Figure 1. I/O nets highlighted.
(3 px per µm)
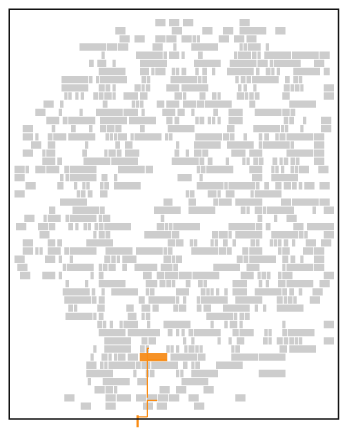
Figure 2. Where the registers sit.
(4 px per µm) Other sequential cells in the stronger gray, the rest of the logic in the fainter gray.
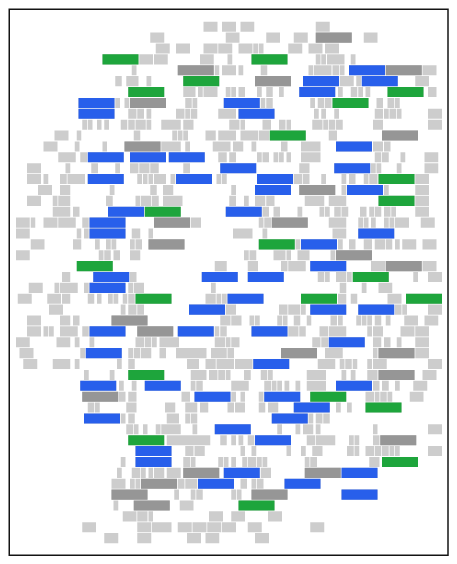
==> config.mk <==
export PLATFORM = sky130hd
export DESIGN_NAME = fp_compare_pipe_flat
export DESIGN_NICKNAME = d
export VERILOG_FILES = /design/src/rtl/fp_compare_pipe_if.sv /design/src/rtl/fp_compare_pipe.sv /design/src/flat_wrapper.sv
export SDC_FILE = /design/constraint.sdc
export NUM_CORES = 1
export LEC_CHECK = 0
export CORE_ASPECT_RATIO = 1.25
export CORE_UTILIZATION = 35
export CTS_BUF_LIST = sky130_fd_sc_hd__clkbuf_8
export DETAILED_ROUTE_END_ITERATION = 6
export GPL_ROUTABILITY_DRIVEN = 0
export MAX_ROUTING_LAYER = met4
export SLEW_MARGIN = 10
export SYNTH_ARGS = -nofsm -noshare
export SYNTH_HDL_FRONTEND = slang
export SYNTH_SLANG_ARGS = --single-unit
==> constraint.sdc <==
create_clock -name clk -period 4.8 [get_ports clk]
set_clock_uncertainty 0.2 [all_clocks]
set_input_delay 0.96 -clock clk [delete_from_list [all_inputs] [get_ports clk]]
set_output_delay 0.96 -clock clk [all_outputs]
set_load 0.005 [all_outputs]
==> src/rtl/fp_compare_pipe_if.sv <==
// rtl/fp_compare_pipe_if.sv - operand/result stream bundle for the float comparator
interface fp_compare_pipe_if #(
  parameter int WE = 8,
  parameter int WF = 11
);
  localparam int W = WE + WF + 3;

  logic         in_valid;
  logic         in_ready;
  logic [W-1:0] inA;
  logic [W-1:0] inB;
  logic [2:0]   mode;
  logic         out_valid;
  logic         out_ready;
  logic         res;
  logic         unordered;
  logic [W-1:0] max_out;
  logic [W-1:0] min_out;

  modport master (
    output in_valid, inA, inB, mode, out_ready,
    input  in_ready, out_valid, res, unordered, max_out, min_out
  );

  modport slave (
    input  in_valid, inA, inB, mode, out_ready,
    output in_ready, out_valid, res, unordered, max_out, min_out
  );
endinterface

==> src/rtl/fp_compare_pipe.sv <==
// rtl/fp_compare_pipe.sv - pipelined FloPoCo float comparator with relation select and min/max
module fp_compare_pipe #(
  parameter int WE     = 8,
  parameter int WF     = 11,
  parameter int STAGES = 2
) (
  input  logic            clk,
  input  logic            rst,
  fp_compare_pipe_if.slave bus
);
  localparam int N  = WE + WF;
  localparam int W  = N + 3;
  localparam int NR = (STAGES >= 2) ? STAGES - 1 : 1;

  // Total order over non-NaN classes; normals of equal rank are split by magnitude.
  localparam logic [2:0] R_NINF  = 3'd0;
  localparam logic [2:0] R_NNORM = 3'd1;
  localparam logic [2:0] R_ZERO  = 3'd2;
  localparam logic [2:0] R_PNORM = 3'd3;
  localparam logic [2:0] R_PINF  = 3'd4;

  typedef struct packed {
    logic         a_nan;
    logic         b_nan;
    logic [2:0]   rank_a;
    logic [2:0]   rank_b;
    logic         mag_lt;
    logic         mag_eq;
    logic [2:0]   mode;
    logic [W-1:0] a;
    logic [W-1:0] b;
  } s1_t;

  typedef struct packed {
    logic         res;
    logic         unordered;
    logic [W-1:0] max_v;
    logic [W-1:0] min_v;
  } res_t;

  function automatic logic [2:0] rank_of(input logic [W-1:0] v);
    case (v[N+2:N+1])
      2'b00:   rank_of = R_ZERO;
      2'b01:   rank_of = v[N] ? R_NNORM : R_PNORM;
      default: rank_of = v[N] ? R_NINF : R_PINF;
    endcase
  endfunction

  logic adv;
  s1_t  s1_d;
  s1_t  s2_in;
  logic v2_in;
  res_t r_d;
  res_t rp_q [NR];
  logic [NR-1:0] vp_q;

  assign adv          = bus.out_ready | ~bus.out_valid;
  assign bus.in_ready = adv;

  always_comb begin
    s1_d        = '0;
    s1_d.a_nan  = &bus.inA[N+2:N+1];
    s1_d.b_nan  = &bus.inB[N+2:N+1];
    s1_d.rank_a = rank_of(bus.inA);
    s1_d.rank_b = rank_of(bus.inB);
    s1_d.mag_lt = bus.inA[N-1:0] < bus.inB[N-1:0];
    s1_d.mag_eq = bus.inA[N-1:0] == bus.inB[N-1:0];
    s1_d.mode   = bus.mode;
    s1_d.a      = bus.inA;
    s1_d.b      = bus.inB;
  end

  generate
    if (STAGES >= 2) begin : g_split
      s1_t  s1_q;
      logic v1_q;

      always_ff @(posedge clk or posedge rst) begin
        if (rst) begin
          s1_q <= '0;
          v1_q <= 1'b0;
        end else if (adv) begin
          s1_q <= s1_d;
          v1_q <= bus.in_valid;
        end
      end

      assign s2_in = s1_q;
      assign v2_in = v1_q;
    end else begin : g_merged
      assign s2_in = s1_d;
      assign v2_in = bus.in_valid;
    end
  endgenerate

  always_comb begin
    logic lt;
    logic eq;
    logic gt;
    lt  = 1'b0;
    eq  = 1'b0;
    gt  = 1'b0;
    r_d = '0;
    if (!(s2_in.a_nan | s2_in.b_nan)) begin
      if (s2_in.rank_a != s2_in.rank_b) begin
        lt = s2_in.rank_a < s2_in.rank_b;
      end else if (s2_in.rank_a == R_PNORM) begin
        lt = s2_in.mag_lt;
        eq = s2_in.mag_eq;
      end else if (s2_in.rank_a == R_NNORM) begin
        lt = ~s2_in.mag_lt & ~s2_in.mag_eq;
        eq = s2_in.mag_eq;
      end else begin
        eq = 1'b1;
      end
      gt = ~lt & ~eq;
    end

    case (s2_in.mode)
      3'd0:    r_d.res = gt;
      3'd1:    r_d.res = gt | eq;
      3'd2:    r_d.res = lt;
      3'd3:    r_d.res = lt | eq;
      3'd4:    r_d.res = eq;
      3'd5:    r_d.res = ~eq;
      default: r_d.res = 1'b0;
    endcase

    r_d.unordered = s2_in.a_nan | s2_in.b_nan;
    if (s2_in.a_nan) begin
      r_d.max_v = s2_in.a;
      r_d.min_v = s2_in.a;
    end else if (s2_in.b_nan) begin
      r_d.max_v = s2_in.b;
      r_d.min_v = s2_in.b;
    end else begin
      r_d.max_v = lt ? s2_in.b : s2_in.a;
      r_d.min_v = lt ? s2_in.a : s2_in.b;
    end
  end

  // Result register followed by optional pure-delay stages, all frozen together.
  always_ff @(posedge clk or posedge rst) begin
    if (rst) begin
      for (int i = 0; i < NR; i++) begin
        rp_q[i] <= '0;
        vp_q[i] <= 1'b0;
      end
    end else if (adv) begin
      rp_q[0] <= r_d;
      vp_q[0] <= v2_in;
      for (int i = 1; i < NR; i++) begin
        rp_q[i] <= rp_q[i-1];
        vp_q[i] <= vp_q[i-1];
      end
    end
  end

  assign bus.out_valid = vp_q[NR-1];
  assign bus.res       = rp_q[NR-1].res;
  assign bus.unordered = rp_q[NR-1].unordered;
  assign bus.max_out   = rp_q[NR-1].max_v;
  assign bus.min_out   = rp_q[NR-1].min_v;

endmodule
==> src/flat_wrapper.sv <==
// flat-port wrapper written by rule: the top's interface ports become plain ports
module fp_compare_pipe_flat 
#(
  parameter int WE     = 8,
  parameter int WF     = 11,
  parameter int STAGES = 2
)
  (clk, rst, bus_in_valid, bus_inA, bus_inB, bus_mode, bus_out_ready, bus_in_ready, bus_out_valid, bus_res, bus_unordered, bus_max_out, bus_min_out);
  fp_compare_pipe_if #(.WE(WE), .WF(WF)) bus_i ();
  input  logic clk;
  input  logic rst;
  input wire logic [$bits(bus_i.in_valid)-1:0] bus_in_valid;
  input wire logic [$bits(bus_i.inA)-1:0] bus_inA;
  input wire logic [$bits(bus_i.inB)-1:0] bus_inB;
  input wire logic [$bits(bus_i.mode)-1:0] bus_mode;
  input wire logic [$bits(bus_i.out_ready)-1:0] bus_out_ready;
  output wire logic [$bits(bus_i.in_ready)-1:0] bus_in_ready;
  output wire logic [$bits(bus_i.out_valid)-1:0] bus_out_valid;
  output wire logic [$bits(bus_i.res)-1:0] bus_res;
  output wire logic [$bits(bus_i.unordered)-1:0] bus_unordered;
  output wire logic [$bits(bus_i.max_out)-1:0] bus_max_out;
  output wire logic [$bits(bus_i.min_out)-1:0] bus_min_out;
  assign bus_i.in_valid = bus_in_valid;
  assign bus_i.inA = bus_inA;
  assign bus_i.inB = bus_inB;
  assign bus_i.mode = bus_mode;
  assign bus_i.out_ready = bus_out_ready;
  assign bus_in_ready = bus_i.in_ready;
  assign bus_out_valid = bus_i.out_valid;
  assign bus_res = bus_i.res;
  assign bus_unordered = bus_i.unordered;
  assign bus_max_out = bus_i.max_out;
  assign bus_min_out = bus_i.min_out;
  fp_compare_pipe #(.WE(WE), .WF(WF), .STAGES(STAGES)) u_core (.clk(clk), .rst(rst), .bus(bus_i));
endmodule
==> impl_metrics.json <==
{
  "fin_crit_sh_pct": 67.2,
  "first_pass_iters": 5,
  "crit_fanout": 2,
  "synth-edff-count": 0,
  "grt.total_usage_pct": 19.0,
  "vdd_drop_max_mv": 0.167,
  "post-route-drc-count": 0,
  "cp_data_required_time_ns": 3.64,
  "ctsLongestPathBuffers": 2,
  "fmax_ghz": 0.310,
  "path_cells": "clkdlybuf4s50_1, nor2b_4, inv_2, clkdlybuf4s50_1",
  "cts_setup_buffers": 0,
  "synth-seq-cells": 105,
  "grt_pass1_vias": 4178,
  "cts_tree": "done",
  "slew_violations": 0,
  "port-buffer-count": 98,
  "crit_arrival_ns": 2.07,
  "ios": 99,
  "cp.depth": 4,
  "yosysChipArea_um2": 5040,
  "fill_cells": 1376,
  "syn_avg_cell_area_um2": 8.87,
  "critical_path.top_delay_family": "buffers and inverters",
  "startpoint_type": "input pin",
  "die_width_um": 109,
  "fin_cells": 826,
  "startpoint": "bus_out_ready",
  "hold_slack_ns": 0.284,
  "hold_buffers": 0,
  "min_period_ns": 3.23,
  "dp_hpwl_um": 8430,
  "clkLatencyLatePin_ns": 0.37,
  "clkTransAtPathRegs_ns": 0.09,
  "grt_first_pass_wirelength_um": 20900,
  "warnings": 26,
  "worst_slew_pin_slew_ns": 1.22,
  "async_flop_share_pct": 100,
  "hold_class": "flip-flop to flip-flop",
  "cts.htree.levels": 3,
  "dp_cells": 810,
  "drive_gt1_share_pct": 4.76,
  "slowest_stage": "clkdlybuf4s50_1",
  "slew-limit-headroom_pct": 18.7,
  "wl_per_cell_um": 15.8,
  "critPathCaptureType": "output pin",
  "cap_viol_max_count": 0,
  "flop_cell": "dfrtp_1",
  "netlist-cell-type-count": 41,
  "fin_setup_tns_ns": 0,
  "whs_path_depth": 2,
  "rows": 48,
  "yosys_cells": 568,
  "synth.largest_area_cell": "dfrtp_1",
  "netlist_instances": 568,
  "vias": 4253,
  "syn_area_um2": 5040,
  "hp-start": "u_core.g_split.v1_q$_DFFE_PP0P_",
  "critical_path.max_stage_delay_ns": 0.51,
  "postRouteAntennaNets": 0,
  "combGateArea_um2": 2150,
  "top_area_share_pct": 52.2,
  "worstReg2RegStart": "u_core.g_split.s1_q[54]$_DFFE_PP0P_",
  "synth_seq_share_pct": 52.2,
  "die_y_um": 136,
  "grt_max_degree": 89,
  "cpMostUsedCell": "clkdlybuf4s50_1",
  "ctsResizeCount": 0,
  "synthToLayoutAreaGrowth_pct": 25.7,
  "path_buffers": 3,
  "cts-root-buf": "clkbuf_8",
  "status": "completed",
  "p_leak_nw": 2.85,
  "overflow": 0,
  "fp-utilization_pct": 36.1,
  "drt_iter0_drc": 255,
  "vias_per_cell": 5.15,
  "r2r_cells": 6,
  "reg2reg_slack_ns": 1.65,
  "hold_violations": 0,
  "cp-endpoint": "bus_in_ready",
  "die_area_um2": 14900,
  "synth_warnings": 0,
  "critical_path_class": "input pin to output pin",
  "clock_sinks": 105,
  "final-setup-viol-count": 0,
  "cts_buffers": 9,
  "synthesis.nets": 641,
  "drt-total-wl_um": 13000,
  "final_nets": 719,
  "antenna_cells": 0,
  "r2r-end": "u_core.bus.min_out[12]$_DFFE_PP0P_",
  "core_area_um2": 13900,
  "antenna_found_initial": 0,
  "powerDensity_nw_per_um2": 414,
  "area_leaders": "dfrtp_1 (52%), nand2_1 (10%), a21oi_1 (7.2%), ha_1 (5.5%), nand3b_1 (4.0%)",
  "rsz0062_at_grt": "false"
}
About Figure 1:
orange -> `bus_res`  # bits 1, direction output, edge bottom, end cells 1, buffers 1, wire 35.3 µm

About Figure 2:
green -> `u_core.bus.max_out`  # sequential cells 22
blue -> `u_core.g_split.s1_q`  # sequential cells 57
not colored = 26
register share of the cell area: 41.5%
Flop area: 2630 µm²
Final Util: 45.4%
seq pwr: 1.21 mW

==> tightest hold or removal path: cells and delay by family, from the launching register on <==
family           cells  cell delay [ns]
and+or+nand+nor      2             0.10
DFF                  1             0.35
==> sequential cells by signal (all words and copies together) (netlist names) <==
signal                count
u_core.bus.unordered      1
u_core.g_split.s1_q      57
u_core.bus.res            1
u_core.bus.min_out       22
u_core.bus.out_valid      1
u_core.g_split.v1_q       1
u_core.bus.max_out       22
==> cells in the final DEF, fill, tap and decap left out, drive strengths merged, types with 6 or more instances in the layout <==
cell type / count
inv: 27
ha: 22
a31oi: 25
o21ai: 27
nand3b: 27
clkbuf: 12
a21oi: 76
clkdlybuf4s50: 98
nand3: 6
nand2: 138
dfrtp: 105
nor2: 49
==> power breakdown <==
part,switching [mW],leakage [nW],internal [mW]
logic,0.408,1.50,0.422
clock network,0.303,0.105,0.283
registers,0.135,1.25,1.07
total,0.847,2.85,1.78
==> routing by layer <==
| layer | global-route usage [%] | wire, µm | part of all wire (%) | vias to the layer above |
|---|---|---|---|---|
| met2 | 30.4 | 6470 | 50 | 124 |
| li1 | - | - | - | 2069 |
| met4 | 7.70 | 212 | 1.6 | 0 |
| met1 | 23.8 | 5670 | 44 | 2045 |
| met3 | 2.92 | 665 | 5.1 | 15 |
| met5 | - | 0 | 0 | - |
==> cell type report <==
type                    count  share of cell area [%]
well taps                 175                    3.46
repair buffers            103                    16.1
inverters                  27                    1.64
clock buffers              12                    2.61
flip-flops and latches    105                    41.5
clock inverters             4                   0.790
multi-input cells         400                    33.9
==> logic make-up after synthesis <==
logic type                 synth area share [%]
and+or+nand+nor                            20.2
DFF                                        52.2
adders and majority gates                  5.47
buffers and inverters                      5.32
xor gates and xnor gates                  0.174
AOI/OAI and AO/OA                          16.6
==> cell usage after synthesis (all sizes together), types with 2 or more instances <==
cell type	number
inv	27
nor2b	4
nand2b	2
nand3	6
a31oi	25
clkbuf	23
ha	22
a21o	5
a21oi	76
buf	13
nor2	49
nand4	2
nand2	138
nand3b	27
dfrtp	105
o21ai	27
==> per-stage QoR <==
| step | setup slack (ns) | instance area (µm²) | total power, mW |
|---|---|---|---|
| finish | 1.57 | 6330 | 2.62 |
| global route | 1.40 | 6330 | 2.79 |
| floorplan | 0.879 | 5040 | 1.63 |
| detailed placement | 1.34 | 6120 | 2.06 |
| CTS | 1.56 | 6330 | 2.65 |
| global placement | 1.40 | 6120 | 2.04 |
==> how the worst min path moves through the flow <==
| stage | end | slack [ns] |
|---|---|---|
| 2_1_floorplan | u_core.g_split.v1_q$_DFFE_PP0P_ | 0.23 |
| 3_3_place_gp | u_core.g_split.v1_q$_DFFE_PP0P_ | 0.25 |
| 3_5_place_dp | u_core.g_split.v1_q$_DFFE_PP0P_ | 0.26 |
| 4_1_cts | u_core.g_split.v1_q$_DFFE_PP0P_ | 0.29 |
| 5_1_grt | u_core.bus.out_valid$_DFFE_PP0P_ | 0.30 |
| 6_report | u_core.g_split.v1_q$_DFFE_PP0P_ | 0.28 |
Power figures rest on the tool's default switching activity, not on a simulated workload.
